**config.mk**
```make
export PLATFORM = sky130hd
export DESIGN_NAME = mem_port_arbiter
export DESIGN_NICKNAME = d
export VERILOG_FILES = /design/src/rtl/mem_port_arbiter.sv
export SDC_FILE = /design/constraint.sdc
export NUM_CORES = 1
export LEC_CHECK = 0
export ABC_AREA = 0
export CAP_MARGIN = 10
export CORE_AREA = 2 2 124 126
export CTS_CLUSTER_DIAMETER = 80
export CTS_CLUSTER_SIZE = 14
export DETAILED_ROUTE_END_ITERATION = 8
export DIE_AREA = 0 0 126 128
export GPL_ROUTABILITY_DRIVEN = 0
export GPL_TIMING_DRIVEN = 1
export SYNTH_ARGS = -nofsm -noshare
export SYNTH_HDL_FRONTEND = slang
export SYNTH_SLANG_ARGS = --single-unit
```
**constraint.sdc**
```tcl
create_clock -name clk -period 2.4 [get_ports clk]
set_clock_uncertainty 0.15 [all_clocks]
set_input_delay 0.24 -clock clk [delete_from_list [all_inputs] [get_ports clk]]
set_output_delay 0.24 -clock clk [all_outputs]
set_load 0.005 [all_outputs]
```
**src/rtl/mem_port_arbiter.sv**
```systemverilog
// Single memory-port arbiter: grants the data path over instruction fetch and runs
// each access as a fixed-latency strobe window followed by a one-cycle ack.
module mem_port_arbiter #(
    parameter int WORD_SIZE   = 16,
    parameter int MEM_LATENCY = 2
) (
    input  logic                 clk,
    input  logic                 reset_n,
    input  logic                 i_req,
    input  logic [WORD_SIZE-1:0] i_addr,
    output logic                 i_ack,
    output logic [WORD_SIZE-1:0] i_rdata,
    input  logic                 d_req,
    input  logic                 d_we,
    input  logic [WORD_SIZE-1:0] d_addr,
    input  logic [WORD_SIZE-1:0] d_wdata,
    output logic                 d_ack,
    output logic [WORD_SIZE-1:0] d_rdata,
    output logic                 read_m,
    output logic                 write_m,
    output logic [WORD_SIZE-1:0] address,
    output logic [WORD_SIZE-1:0] mem_wdata,
    input  logic [WORD_SIZE-1:0] mem_rdata,
    output logic                 busy,
    output logic [WORD_SIZE-1:0] access_count
);

    typedef enum logic [1:0] {IDLE, ACCESS, RESP} state_t;
    typedef enum logic {OWN_I, OWN_D} owner_t;

    localparam logic [3:0] LAT_LAST = 4'(MEM_LATENCY - 1);

    state_t               state_q, state_d;
    owner_t               owner_q, owner_d;
    logic                 is_write_q, is_write_d;
    logic [3:0]           lat_cnt_q, lat_cnt_d;
    logic                 read_m_q, read_m_d;
    logic                 write_m_q, write_m_d;
    logic [WORD_SIZE-1:0] address_q, address_d;
    logic [WORD_SIZE-1:0] mem_wdata_q, mem_wdata_d;
    logic [WORD_SIZE-1:0] i_rdata_q, i_rdata_d;
    logic [WORD_SIZE-1:0] d_rdata_q, d_rdata_d;
    logic                 i_ack_q, i_ack_d;
    logic                 d_ack_q, d_ack_d;
    logic [WORD_SIZE-1:0] access_count_q, access_count_d;

    always_comb begin
        state_d        = state_q;
        owner_d        = owner_q;
        is_write_d     = is_write_q;
        lat_cnt_d      = lat_cnt_q;
        read_m_d       = read_m_q;
        write_m_d      = write_m_q;
        address_d      = address_q;
        mem_wdata_d    = mem_wdata_q;
        i_rdata_d      = i_rdata_q;
        d_rdata_d      = d_rdata_q;
        i_ack_d        = 1'b0;
        d_ack_d        = 1'b0;
        access_count_d = access_count_q;

        case (state_q)
            IDLE: begin
                if (d_req) begin
                    address_d   = d_addr;
                    mem_wdata_d = d_wdata;
                    owner_d     = OWN_D;
                    is_write_d  = d_we;
                    read_m_d    = ~d_we;
                    write_m_d   = d_we;
                    lat_cnt_d   = '0;
                    state_d     = ACCESS;
                end else if (i_req) begin
                    address_d  = i_addr;
                    owner_d    = OWN_I;
                    is_write_d = 1'b0;
                    read_m_d   = 1'b1;
                    write_m_d  = 1'b0;
                    lat_cnt_d  = '0;
                    state_d    = ACCESS;
                end
            end
            ACCESS: begin
                // Strobes are registered, so they drop on the same edge that enters RESP.
                if (lat_cnt_q == LAT_LAST) begin
                    read_m_d  = 1'b0;
                    write_m_d = 1'b0;
                    if (!is_write_q) begin
                        if (owner_q == OWN_D) d_rdata_d = mem_rdata;
                        else                  i_rdata_d = mem_rdata;
                    end
                    i_ack_d        = (owner_q == OWN_I);
                    d_ack_d        = (owner_q == OWN_D);
                    access_count_d = access_count_q + 1'b1;
                    state_d        = RESP;
                end else begin
                    lat_cnt_d = lat_cnt_q + 1'b1;
                end
            end
            RESP:    state_d = IDLE;
            default: state_d = IDLE;
        endcase
    end

    always_ff @(posedge clk) begin
        if (reset_n) begin
            state_q        <= IDLE;
            owner_q        <= OWN_I;
            is_write_q     <= 1'b0;
            lat_cnt_q      <= '0;
            read_m_q       <= 1'b0;
            write_m_q      <= 1'b0;
            address_q      <= '0;
            mem_wdata_q    <= '0;
            i_rdata_q      <= '0;
            d_rdata_q      <= '0;
            i_ack_q        <= 1'b0;
            d_ack_q        <= 1'b0;
            access_count_q <= '0;
        end else begin
            state_q        <= state_d;
            owner_q        <= owner_d;
            is_write_q     <= is_write_d;
            lat_cnt_q      <= lat_cnt_d;
            read_m_q       <= read_m_d;
            write_m_q      <= write_m_d;
            address_q      <= address_d;
            mem_wdata_q    <= mem_wdata_d;
            i_rdata_q      <= i_rdata_d;
            d_rdata_q      <= d_rdata_d;
            i_ack_q        <= i_ack_d;
            d_ack_q        <= d_ack_d;
            access_count_q <= access_count_d;
        end
    end

    assign read_m       = read_m_q;
    assign write_m      = write_m_q;
    assign address      = address_q;
    assign mem_wdata    = mem_wdata_q;
    assign i_rdata      = i_rdata_q;
    assign d_rdata      = d_rdata_q;
    assign i_ack        = i_ack_q;
    assign d_ack        = d_ack_q;
    assign access_count = access_count_q;
    assign busy         = (state_q != IDLE);

endmodule
```
==> README.md, run 1 <==
| Stage | Parameter | Reported |
| --- | --- | --- |
| final layout | Final nets | 647 |
| cts | Clock Sink Count | 92 |
| setup path | Critical path required time | 2430 ps |
| pwr | VDD IR-drop max | 409.5 uV |
| final layout | Proportion of final cell area spent on non-clock buffers | 28.72% |
| final timing | Highest clock rate | 0.4709 GHz |
| place | Cell area reported after detailed placement | 0.005375 mm2 |
| final layout | Count of filler cells inserted in the layout | 1495 |
| yosys | Number of cells in the yosys synthesis report | 426 |
| grt | Number of antenna violations at the first check in global routing | 0 |
| final layout | Leading cell types in the layout, fill and taps excluded | 152 x clkdlybuf4s50_1, 99 x nand2_1, 92 x dfxtp_1 |
| final timing | Final worst-path setup slack | 276.3 ps |
| drt | Metal-1 WL | 4562 um |
| cts | Post-CTS Repair Setup Buffers | 0 |
| yosys | Post-Syn Area | 0.003646 mm2 |
| setup path | Startpoint class of the critical path | flip-flop |
| pwr | PwrDens | 614.6 mW/mm2 |
| yosys | Largest cells by area after synthesis | dfxtp_1 51%, nand2_1 10%, a21oi_1 7.3% |
| place | Post-placement worst setup slack | 292.2 ps |
| hold path | Worst Hold Endpoint | mem_wdata[1] |
| cts | Count of hold buffers inserted by post-cts repair | 0 |
| yosys | Post-Synthesis Cells | 426 |
| final timing | Minimum clock period after layout | 2124 ps |
| drt | Initial DRT Pass Iterations | 4 |
| cts | CTS Buffer Depth | 2 |
| grt | Number of global-route vias before repair | 3374 |
| yosys | Main flop type after synthesis | dfxtp_1 |
| final timing | Final number of hold-violating endpoints | 0 |
| grt | Overall overflow remaining after global route | 0 |
| grt | Overall fraction of global-route tracks in use | 12.92% |
| final layout | Layout multi-input combinational cell count | 302 |
| hold path | Worst min-delay path category | input pin to flip-flop |
| final layout | Final standard cell count with taps included and fillers excluded | 767 |
| cts | Number of buffers added by the clock tree synthesis step | 9 |
| pwr | Switching portion of total power | 23.78% |
| drt | Highest layer used for signal routing | met4 |
| setup path | Reg-to-reg critical path endpoint | i_rdata[3] |
| setup path | Maximum fanout count along the critical path | 16 |
| final timing | Final setup violation count | 0 |
| final layout | Area of the multi-input gates | 0.001654 mm2 |
| hold path | Critical hold path startpoint | d_wdata[1] |
| cts | Clock slew seen by the registers of the worst setup and hold paths | 60 ps |
| final layout | Non-clock buffers | 164 |
| status | Result of the run | finished clean |
| final layout | Largest contributor to cell area by class | registers |
| final timing | Pins Over Slew Limit | 0 |
| floorplanning | Die Outline Area | 0.01613 mm2 |
| cts | CTS resizes | 0 |
| grt | Largest net degree at the start of global routing | 45 |
| yosys | Sequential area share after synthesis | 50.51% |
| drt | Vias post-DR | 3419 |
| final timing | RSZ-0062 raised after global routing | no |
| final layout | Inserted Diodes | 0 |
| flow run | Number of max-capacitance violations reported | 0 |
| yosys | Most frequent cell after synthesis | nand2_1 |
| yosys | Top post-synthesis cells by count | 99 x nand2_1, 92 x dfxtp_1, 53 x a21oi_1, 37 x nor2_1 |
| pwr | Combinational share of power | 15.1% |
| drt | Wire length on met2 | 4906 um |
| yosys | Mean cell area of the mapped netlist | 8.559 um2 |
-- run 1: how the worst max path moves through the flow --
| stage | startpoint | end | slack (ps) | cells after the start |
|---|---|---|---|---|
| finish | lat_cnt_q[0] | i_rdata[3] | 280 | 5 |
| global route | lat_cnt_q[0] | i_rdata[3] | 160 | 5 |
| CTS | lat_cnt_q[0] | i_rdata[3] | 280 | 5 |
| detailed placement | lat_cnt_q[0] | i_rdata[3] | 290 | 5 |
| global placement | lat_cnt_q[0] | i_rdata[2] | 340 | 5 |
| floorplan | lat_cnt_q[0] | i_rdata[14] | 230 | 8 |
-- run 1: logic make-up after synthesis --
kind of cell	count (synthesis)	share of synthesized area [%]
XOR/XNOR	12	2.883
AND/OR/NAND/NOR	190	23.95
multiplexers	18	5.010
buffers and inverters	32	4.186
AND-OR/OR-AND	79	12.42
flip-flops	92	50.51
adder cells (fa/ha/maj)	3	1.030
-- run 1: worst max-delay path, cell delays in order (launching register included) --
cell     delay, ps
dfxtp_1        400
ha_1           210
or3b_1         380
or4_4          640
nand2_1        120
a21oi_1         70
-- run 1: power by group through the flow --
stage | clock (mW) | combinational (mW) | sequential, mW
global route | 1.43 | 0.572 | 1.65
CTS | 1.36 | 0.529 | 1.65
detailed placement | 0 | 0.526 | 1.68
finish | 1.30 | 0.523 | 1.64
floorplan | 0 | 0.209 | 1.68
global placement | 0 | 0.520 | 1.68
-- run 1: per-layer routing --
| metal | global-route usage, % | vias to the layer above |
|---|---|---|
| met5 | 0 | - |
| met4 | 3.297 | 0 |
| met3 | 5.718 | 10 |
| met2 | 21.38 | 91 |
| met1 | 15.39 | 1578 |
| li1 | - | 1740 |
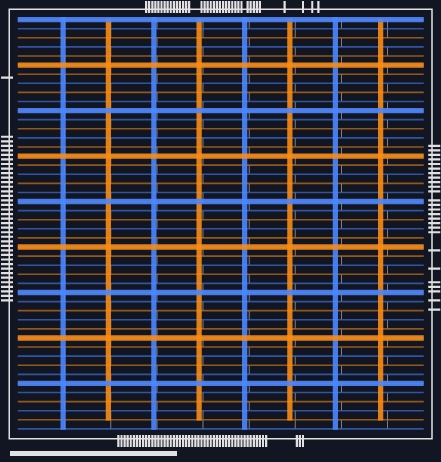
Run 1: power grid
Scale bar: 50 um. Pins as bars on the die edge. Tap cells in gray.
orange -> VDD
blue -> VSS
met5 straps = 9
met1 rails = 46
tap cells = 188
die boundary height: 128 um
area of the core: 0.01486 mm2
Chip Width: 126 um

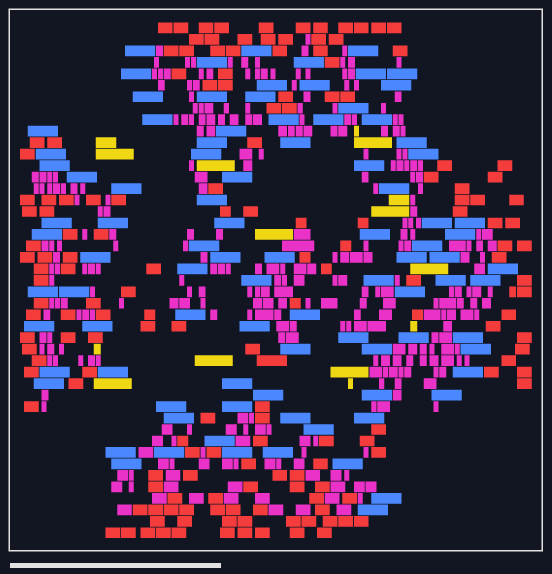
Run 1: cell classes on the final placement
Scale bar: 50 um.
yellow -> clock drivers and dummy loads  # cells 15, share of their area 5.0%
blue -> registers  # cells 92, share of their area 34%
red -> remaining buffers and delay cells  # cells 164, share of their area 30%
magenta -> remaining logic cells  # cells 308, share of their area 31%
share of cell area taken by flip-flops and latches: 32.62%
final core area utilization: 37.98%
final design area excluding fillers: 0.005645 mm2
site row count: 45

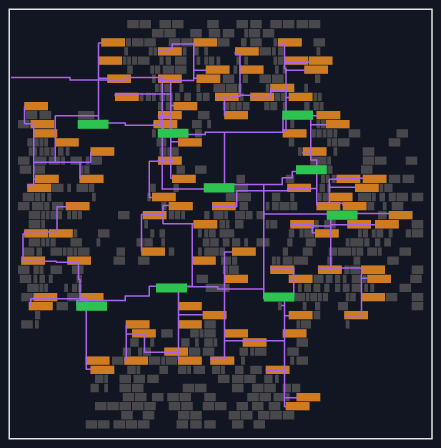
Run 1: clock wires, drivers and flops
purple -> clock wires  # length 1190 um
orange -> flip-flops  # count 92
green -> clock-net drivers  # count 9
routed clock nets = 10
flops lie = all over the die
clock group total power: 1.30 mW
Clk Latency, worst-skew pair: 330 ps
clock group share of total power: 37.5%

==> run 2, diff against run 1 <==
- CORE_AREA: 2 2 124 126 -> 2 2 106 148
- DIE_AREA: 0 0 126 128 -> 0 0 108 150
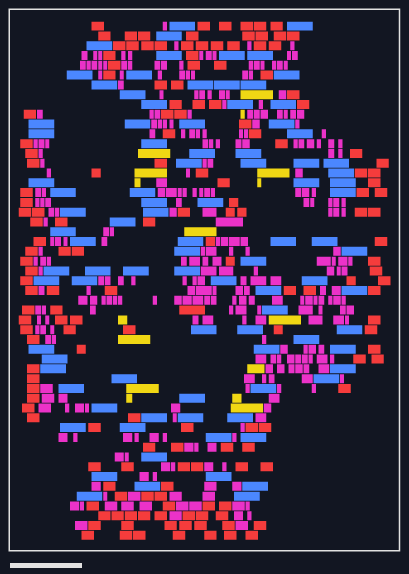
Run 2: cell classes on the final placement
Scale bar: 20 um.
yellow -> clock drivers and dummy loads  # cells 16, share of their area 5.0%
red -> remaining buffers and delay cells  # cells 162, share of their area 30%
blue -> registers  # cells 92, share of their area 34%
magenta -> remaining logic cells  # cells 308, share of their area 31%
final design area excluding fillers: 0.005639 mm2
final core area utilization: 37.79%

==> README.md, run 2 <==
| Stage | Parameter | Reported | vs previous |
| --- | --- | --- | --- |
| yosys | Largest cells by area after synthesis | dfxtp_1 51%, nand2_1 10%, a21oi_1 7.3% |  |
| status | Result of the run | finished clean |  |
| setup path | Maximum fanout count along the critical path | 16 | unchanged |
| yosys | Top post-synthesis cells by count | 99 x nand2_1, 92 x dfxtp_1, 53 x a21oi_1, 37 x nor2_1 |  |
| floorplanning | Die Outline Area | 0.01620 mm2 | +0.45% |
| yosys | Main flop type after synthesis | dfxtp_1 |  |
| final layout | Final standard cell count with taps included and fillers excluded | 770 | +0.39% |
| setup path | CP max-delay cell | or4_4 |  |
| cts | CTS resizes | 0 | unchanged |
| setup path | Top delay family on crit path | simple AND/OR/NAND/NOR gates |  |
| setup path | Slowest stage delay, CP | 640 ps | about the same |
| final timing | Highest clock rate | 0.4718 GHz | +0.19% |
| yosys | Number of distinct library cells after synthesis | 39 |  |
| final timing | Minimum clock period after layout | 2120 ps | -4.022 ps |
| cts | Count of hold buffers inserted by post-cts repair | 0 | unchanged |
| place | Post-placement worst setup slack | 296.1 ps | +3.957 ps |
| final layout | Inserted Diodes | 0 | unchanged |
| drt | Number of design rule violations left after detail routing | 0 |  |
| final layout | Leading cell types in the layout, fill and taps excluded | 152 x clkdlybuf4s50_1, 99 x nand2_1, 92 x dfxtp_1 |  |
| setup path | Number of buffer and inverter stages on the critical path | 0 | unchanged |
| yosys | Post-Synthesis Cells | 426 | unchanged |
| setup path | Worst reg2reg path startpoint | lat_cnt_q[0] |  |
| final timing | Final setup violation count | 0 | unchanged |
| cts | Clock Sink Count | 92 | unchanged |
| yosys | Sequential area share after synthesis | 50.51% | unchanged |
| cts | Clk Latency, worst-skew pair | 340 ps | about the same |
| final layout | Area of the multi-input gates | 0.001654 mm2 | unchanged |
| cts | CTS Buffer Depth | 2 | unchanged |
| pwr | PwrDens | 617.3 mW/mm2 | +0.43% |
| yosys | Post-Syn Area | 0.003646 mm2 | unchanged |
| final timing | Final worst path period share | 88.32% |  |
| yosys | Proportion of netlist area held by the largest area contributor | 50.51% |  |
| final layout | Final nets | 645 | -0.31% |
| cts | Number of buffers added by the clock tree synthesis step | 9 | unchanged |
| drt | Routed Wire Length | 10670 um |  |
| pwr | VDD IR-drop max | 264.3 uV | -35% |
| place | Cell area reported after detailed placement | 0.005368 mm2 | -0.14% |
| hold path | Critical hold path startpoint | d_wdata[7] |  |
| floorplanning | Chip Width | 108 um | -14% |
| yosys | Most frequent cell after synthesis | nand2_1 |  |
| grt | Overall overflow remaining after global route | 0 | unchanged |
| final layout | Highest-count logic cell in the final layout | clkdlybuf4s50_1 |  |
| final layout | Count of filler cells inserted in the layout | 1512 | +1.1% |
| grt | Largest net degree at the start of global routing | 96 | +110% |
| drt | Initial DRT Pass Iterations | 4 | unchanged |
| setup path | Critical path required time | 2430 ps | about the same |
| final timing | Pins Over Slew Limit | 0 | unchanged |
| grt | Overall fraction of global-route tracks in use | 13.46% | +0.53 points |
| final timing | Actual transition at the worst max-transition pin | 996.2 ps |  |
| flow run | Number of logged tool warnings | 27 |  |
| floorplanning | Number of top-level pins | 154 |  |
| final timing | RSZ-0062 raised after global routing | no |  |
| setup path | Critical Path Start | lat_cnt_q[0] |  |
| final timing | Total negative slack for setup checks | 0 ps |  |
| grt | Number of antenna violations at the first check in global routing | 0 | unchanged |
| drt | Vias post-DR | 3399 | -0.58% |
| floorplanning | Area of the core | 0.01492 mm2 | +0.38% |
| final timing | Final worst-path setup slack | 280.3 ps | +4.022 ps |
| setup path | Sequence of cells on the critical path | ha_1 -> or3b_1 -> or4_4 -> nand2_1 -> a21oi_1 |  |
| yosys | Mean cell area of the mapped netlist | 8.559 um2 | unchanged |
| flow run | Number of max-capacitance violations reported | 0 | unchanged |
| cts | Clock slew seen by the registers of the worst setup and hold paths | 70 ps | about the same |
| setup path | Arrival time reported for the critical path endpoint | 2150 ps |  |
| cts | Post-CTS Repair Setup Buffers | 0 | unchanged |
| setup path | Startpoint class of the critical path | flip-flop |  |
| floorplanning | Die boundary height | 150 um | +17% |
| final timing | Final number of hold-violating endpoints | 0 | unchanged |
| grt | Number of global-route vias before repair | 3319 | -1.6% |
| yosys | Number of cells in the yosys synthesis report | 426 | unchanged |
| place | PortBufs | 153 |  |
| hold path | Worst min-delay path category | input pin to flip-flop |  |
| floorplanning | Site row count | 53 | +18% |
## run 2: area by class of cell
cell class | count | area share, %
Sequential cell | 92 | 32.66
Tap cell | 192 | 4.260
Clock buffer | 12 | 4.371
Multi-Input combinational cell | 302 | 29.33
Inverter | 6 | 0.3994
Timing Repair Buffer | 162 | 28.53
Clock inverter | 4 | 0.4438
## run 2: path summary, 6_finish.rpt
| kind | to | slack (ps) | depth (start not counted) |
|---|---|---|---|
| min | mem_wdata[7] | 300 | 3 |
| max reg2reg | i_rdata[2] | 280 | 5 |
| min reg2reg | d_rdata[0] | 300 | 2 |
| max | i_rdata[2] | 280 | 5 |
## run 2: per-layer routing
layer | vias to the layer above | wire (um) | global-route usage [%]
met3 | 11 | 554 | 3.092
met1 | 1573 | 4390 | 15.95
met2 | 86 | 5527 | 23.21
met5 | - | 0 | 0
li1 | 1729 | - | -
met4 | 0 | 196 | 5.513
## run 2: through the flow
stage	power (mW)	hold slack, ps
final	3.481	295.5
after global routing	3.677	300.9
after CTS	3.548	282.3
after detailed placement	2.206	297.9
after global placement	2.194	289.0
after floorplan	1.888	186.6
## run 2: power breakdown
part           leakage (nW)  internal [mW]  switching (mW)
Sequential            0.749           1.60          0.0459
Combinational          1.09          0.292           0.226
Clock                 0.129          0.728           0.589
## run 2: cell families (layout without fill, tap and decap cells)
group / after synthesis / count (layout) / synth area share (%)
adders and majority gates: 3 / 3 / 1.030
DFF: 92 / 92 / 50.51
and+or+nand+nor: 190 / 190 / 23.95
muxes: 18 / 18 / 5.010
buffers and inverters: 32 / 184 / 4.186
AOI/OAI and AO/OA: 79 / 79 / 12.42
xor gates and xnor gates: 12 / 12 / 2.883
No activity file was given, so power comes from the tool's default toggle rates.
